--- src/rtl/pipeline_controller.sv ---
// Run/halt/single-step sequencing and hazard control for the 5-stage 8-bit pipeline.
// Drives PC/IF/ID enables, bubble and flush controls, and keeps cycle/stall/flush statistics.
module pipeline_controller #(
  parameter int unsigned LOAD_USE_STALLS = 1,
  parameter int unsigned CNT_W           = 16
) (
  input  logic             clk,
  input  logic             reset,
  input  logic             run,
  input  logic             step,
  input  logic             halt_req,
  input  logic [4:0]       ID_rs,
  input  logic [4:0]       ID_rt,
  input  logic             ID_uses_rt,
  input  logic             EX_MemRead,
  input  logic [4:0]       EX_rt,
  input  logic             MEM_branch_taken,
  output logic             pipe_en,
  output logic             pc_write,
  output logic             ifid_write,
  output logic             ifid_flush,
  output logic             idex_flush,
  output logic             exmem_flush,
  output logic             halted,
  output logic [31:0]      cycle_count,
  output logic [CNT_W-1:0] stall_count,
  output logic [CNT_W-1:0] flush_count
);

  // Bubbles still owed after the first one; LOAD_USE_STALLS is at most 7.
  localparam logic [2:0] StallReload = 3'(LOAD_USE_STALLS - 1);

  typedef enum logic [1:0] {
    StHalt = 2'b00,
    StRun  = 2'b01,
    StStep = 2'b10
  } state_e;

  state_e           state_q, state_d;
  logic [2:0]       stall_q, stall_d;
  logic             step_q;
  logic [31:0]      cycle_q, cycle_d;
  logic [CNT_W-1:0] stall_cnt_q, stall_cnt_d;
  logic [CNT_W-1:0] flush_cnt_q, flush_cnt_d;

  logic advance;
  logic hazard;
  logic step_rise;

  assign advance   = (state_q == StRun) || (state_q == StStep);
  assign step_rise = step & ~step_q;
  assign hazard    = EX_MemRead && (EX_rt != 5'd0) &&
                     ((EX_rt == ID_rs) || (ID_uses_rt && (EX_rt == ID_rt)));

  always_comb begin
    state_d = state_q;
    unique case (state_q)
      StHalt: begin
        if (run)            state_d = StRun;
        else if (step_rise) state_d = StStep;
      end
      StRun:   if (halt_req) state_d = StHalt;
      StStep:  state_d = StHalt;
      default: state_d = StHalt;
    endcase
  end

  always_comb begin
    pipe_en     = 1'b0;
    pc_write    = 1'b0;
    ifid_write  = 1'b0;
    ifid_flush  = 1'b0;
    idex_flush  = 1'b0;
    exmem_flush = 1'b0;
    stall_d     = stall_q;
    cycle_d     = cycle_q;
    stall_cnt_d = stall_cnt_q;
    flush_cnt_d = flush_cnt_q;

    if (advance) begin
      pipe_en = 1'b1;
      cycle_d = cycle_q + 32'd1;
      if (MEM_branch_taken) begin
        // A taken branch squashes the stalled instruction, so any owed bubbles are dropped.
        pc_write    = 1'b1;
        ifid_flush  = 1'b1;
        idex_flush  = 1'b1;
        exmem_flush = 1'b1;
        stall_d     = 3'd0;
        if (~&flush_cnt_q) flush_cnt_d = flush_cnt_q + CNT_W'(1);
      end else if ((stall_q != 3'd0) || hazard) begin
        idex_flush = 1'b1;
        stall_d    = (stall_q != 3'd0) ? stall_q - 3'd1 : StallReload;
        if (~&stall_cnt_q) stall_cnt_d = stall_cnt_q + CNT_W'(1);
      end else begin
        pc_write   = 1'b1;
        ifid_write = 1'b1;
      end
    end
  end

  always_ff @(posedge clk) begin
    if (reset) begin
      state_q     <= StHalt;
      stall_q     <= 3'd0;
      step_q      <= 1'b0;
      cycle_q     <= 32'd0;
      stall_cnt_q <= '0;
      flush_cnt_q <= '0;
    end else begin
      state_q     <= state_d;
      stall_q     <= stall_d;
      step_q      <= step;
      cycle_q     <= cycle_d;
      stall_cnt_q <= stall_cnt_d;
      flush_cnt_q <= flush_cnt_d;
    end
  end

  assign halted      = (state_q == StHalt);
  assign cycle_count = cycle_q;
  assign stall_count = stall_cnt_q;
  assign flush_count = flush_cnt_q;

endmodule
--- config.mk ---
export PLATFORM = sky130hd
export DESIGN_NAME = pipeline_controller
export DESIGN_NICKNAME = d
export VERILOG_FILES = /design/src/rtl/pipeline_controller.sv
export SDC_FILE = /design/constraint.sdc
export NUM_CORES = 1
export LEC_CHECK = 0
export CAP_MARGIN = 20
export CORE_UTILIZATION = 48
export DETAILED_ROUTE_END_ITERATION = 8
export PLACE_DENSITY = 0.89
export SLEW_MARGIN = 10
export SYNTH_ARGS = -nofsm -noshare
export SYNTH_HDL_FRONTEND = slang
export SYNTH_SLANG_ARGS = --single-unit
--- constraint.sdc ---
create_clock -name clk -period 2.9 [get_ports clk]
set_input_delay 0.29 -clock clk [delete_from_list [all_inputs] [get_ports clk]]
set_output_delay 0.29 -clock clk [all_outputs]
set_load 0.05 [all_outputs]
==> images/sizes.png <==
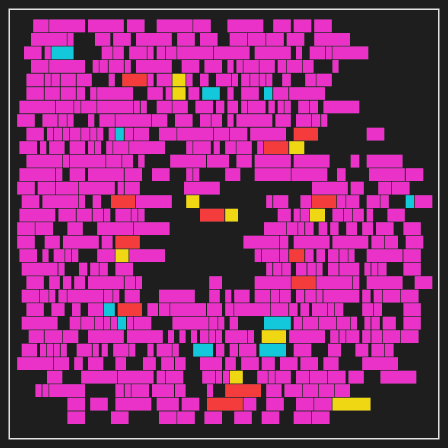
| size | colour | cells | most used |
|---|---|---|---|
| _2 cells | cyan | 10 | clkinv_2 |
| _3 and _4 cells | yellow | 10 | buf_4 |
| _0 and _1 cells | magenta | 465 | clkdlybuf4s50_1 |
| _6 and larger | red | 12 | clkbuf_8 |
Setup WS post-layout: 0.234 ns
P&R area growth vs syn: 35.0%
Design Area, Final: 4590 sq um
Non-clk bufs: 97

==> images/cell_density.png <==
The die is cut into 9 by 9 equal tiles; black is low, pale yellow is high, 0 to 100% covered.
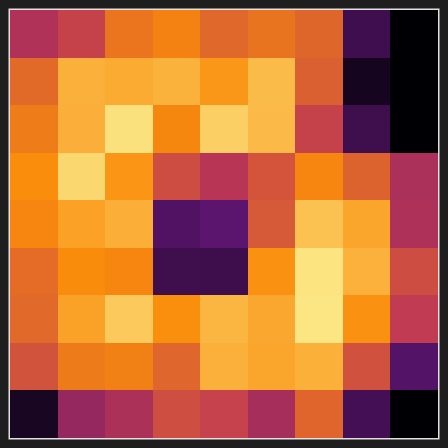
emptiest ninth of the die: upper right
fullest tile: 95%
tiles over 75% full: 37%
nearly empty tiles: 4.9%
Core Footprint: 6830 sq um
fin util: 0.672
Floorplan Utilization: 0.498

==> images/placement_by_type.png <==
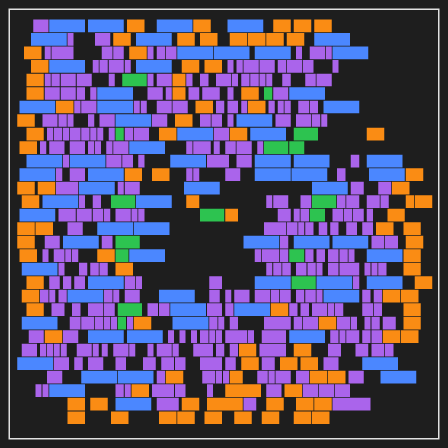
| class | colour | cells | share of their area |
|---|---|---|---|
| flops | blue | 70 | 31% |
| clock drivers and dummy loads | green | 16 | 3.9% |
| other buffers and delay cells | orange | 97 | 22% |
| combinational and other logic | purple | 314 | 43% |
flop share of the area: 0.305
Rows: 30

==> images/congestion.png <==
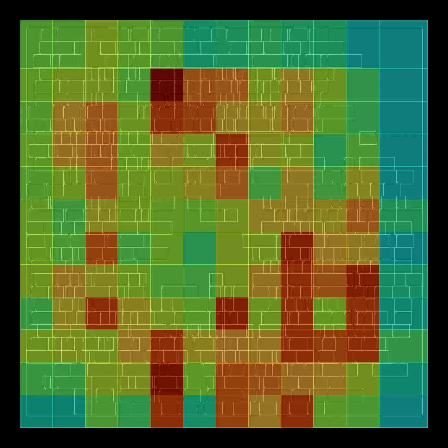
busiest grt layer: met2
wire length per cell: 13.5 um

==> summary.txt <==
yosys + openroad results -> Inserted Diodes=0, final WL=8030 um, power density cells=416 nW/um^2, count of library flops with an enable pin=0, Die Y-Extent=86.2 um, CTS buffer count=9, Req. time, crit path=2.61 ns, CTS Buffer Depth=2, leakage power=1.61 nW, Cell Type Count=47, die footprint=7430 sq um, Synth Cell Area=3400 sq um, cell type with the largest total area=dfxtp_1, first-pass GRT wire length=13,300 um, Hold Vio Cnt, Final=0, Synthesized Nets=428, initial antenna violation count=0, DR top layer=met4, Pwr Total=1.91 mW, grt total ovfl=0, YS chip area=3400 sq um, layout cells sized above 1=0.0644, vias in the first global route=3,005, number of cells in Yosys stat=398, CP arrival=2.38 ns, DR iter-0 viols=109, via/cell ratio=5.38, most frequent cells in the layout=clkdlybuf4s50_1 (89), dfxtp_1 (70), nor2_1 (61), aggregate negative setup slack=0 ns, Max Fanout on Critical Path=4, Hold Path Class=in2reg, ys flops=70, count of pins over their slew limit=0, DRT antenna net count=0, Dominant Register Cell=dfxtp_1, WL met3=361 um, Critical Path Source Type=input port, nets@finish=522, FMAX=0.375 GHz, period utilization=0.919, Slew headroom=0.588, register share after synthesis=0.412, status=completed, Async SR Flop Fraction=0, Area leader share=0.412, Slew @ Worst Pin=0.615 ns, DPL Wire Length=5880 um, cts hold-fix bufs=0, Mapped Cells=398, H-tree level count=3
## state kept, by name, summed over array words and instances (netlist names)
signal,cells
cycle_count,32
flush_count,16
stall_count,16
stall_q,3
state_q,2
step_q,1
## layout make-up
cell class | instances | area, sq um
sequential | 70 | 1400
tap | 96 | 120
clock buffer | 9 | 124
inverter | 17 | 63.8
fill | 561 | 2240
clock inverter | 7 | 48.8
timing repair buffer | 97 | 973
multi-input combinational | 297 | 1860
## worst paths after layout
kind                                start  slack [ns]  depth (start not counted)                            to
min reg2reg  stall_count[15]$_SDFFE_PP0P_        0.51                          2  stall_count[15]$_SDFFE_PP0P_
max reg2reg       state_q[0]$_SDFFE_PP0P_        0.50                          9  cycle_count[23]$_SDFFE_PP0N_
max                              EX_rt[1]        0.23                          6                      pc_write
min                                 reset        0.46                          2   flush_count[7]$_SDFFE_PP0P_
## cell usage after synthesis (3+ instances only)
| cell | instances |
|---|---|
| nand3_1 | 26 |
| mux2i_1 | 3 |
| o21ai_0 | 3 |
| and3_1 | 4 |
| nand2b_1 | 3 |
| dfxtp_1 | 70 |
| xnor2_1 | 13 |
| ha_1 | 7 |
| inv_1 | 17 |
| nor2_1 | 61 |
| and4_1 | 6 |
| nand2_1 | 25 |
| xor2_1 | 41 |
| o21ai_1 | 9 |
| nor2b_1 | 6 |
| clkbuf_1 | 9 |
| o31ai_1 | 6 |
| a21oi_1 | 17 |
| or4_1 | 8 |
| or3_1 | 7 |
| nand4_1 | 15 |
| nor3_1 | 11 |
## metal layers
layer,global-route usage,vias up
met2,0.376,85
met4,0.126,0
met5,0,-
met1,0.266,1520
li1,-,1567
met3,0.0476,19
## report_power, final
part           internal [mW]  total (mW)  switching (mW)
logic                 0.0979       0.243           0.145
registers              0.970       0.981          0.0110
clock network          0.311       0.686           0.375
total                   1.38        1.91           0.531
## cell families (layout without fill, tap and decap cells)
kind of cell | count (synthesis) | in the layout | synth area share
xor gates and xnor gates | 54 | 54 | 0.139
muxes | 5 | 5 | 0.0155
buffers and inverters | 31 | 130 | 0.0408
DFF | 70 | 70 | 0.412
adders and majority gates | 7 | 7 | 0.0258
and+or+nand+nor | 183 | 183 | 0.277
AOI/OAI and AO/OA | 48 | 48 | 0.0898
## worst max-delay path, cell delays in order
cell,delay [ns]
clkdlybuf4s50_1,0.48
or4_1,0.57
o21ai_1,0.31
o21ai_1,0.19
a21boi_0,0.35
buf_12,0.19
## per-stage QoR
step	setup WS, ns	hold WS [ns]	instances	utilization	cell area, sq um
6_report	0.234	0.459	593	0.672	4590
5_1_grt	0.134	0.468	593	0.672	4590
4_1_cts	0.228	0.443	593	0.672	4590
3_5_place_dp	0.239	0.493	577	0.647	4420
3_3_place_gp	0.346	0.486	577	0.647	4420
2_1_floorplan	0.107	0.418	398	-	3400
No activity file was given, so power comes from the tool's default toggle rates.
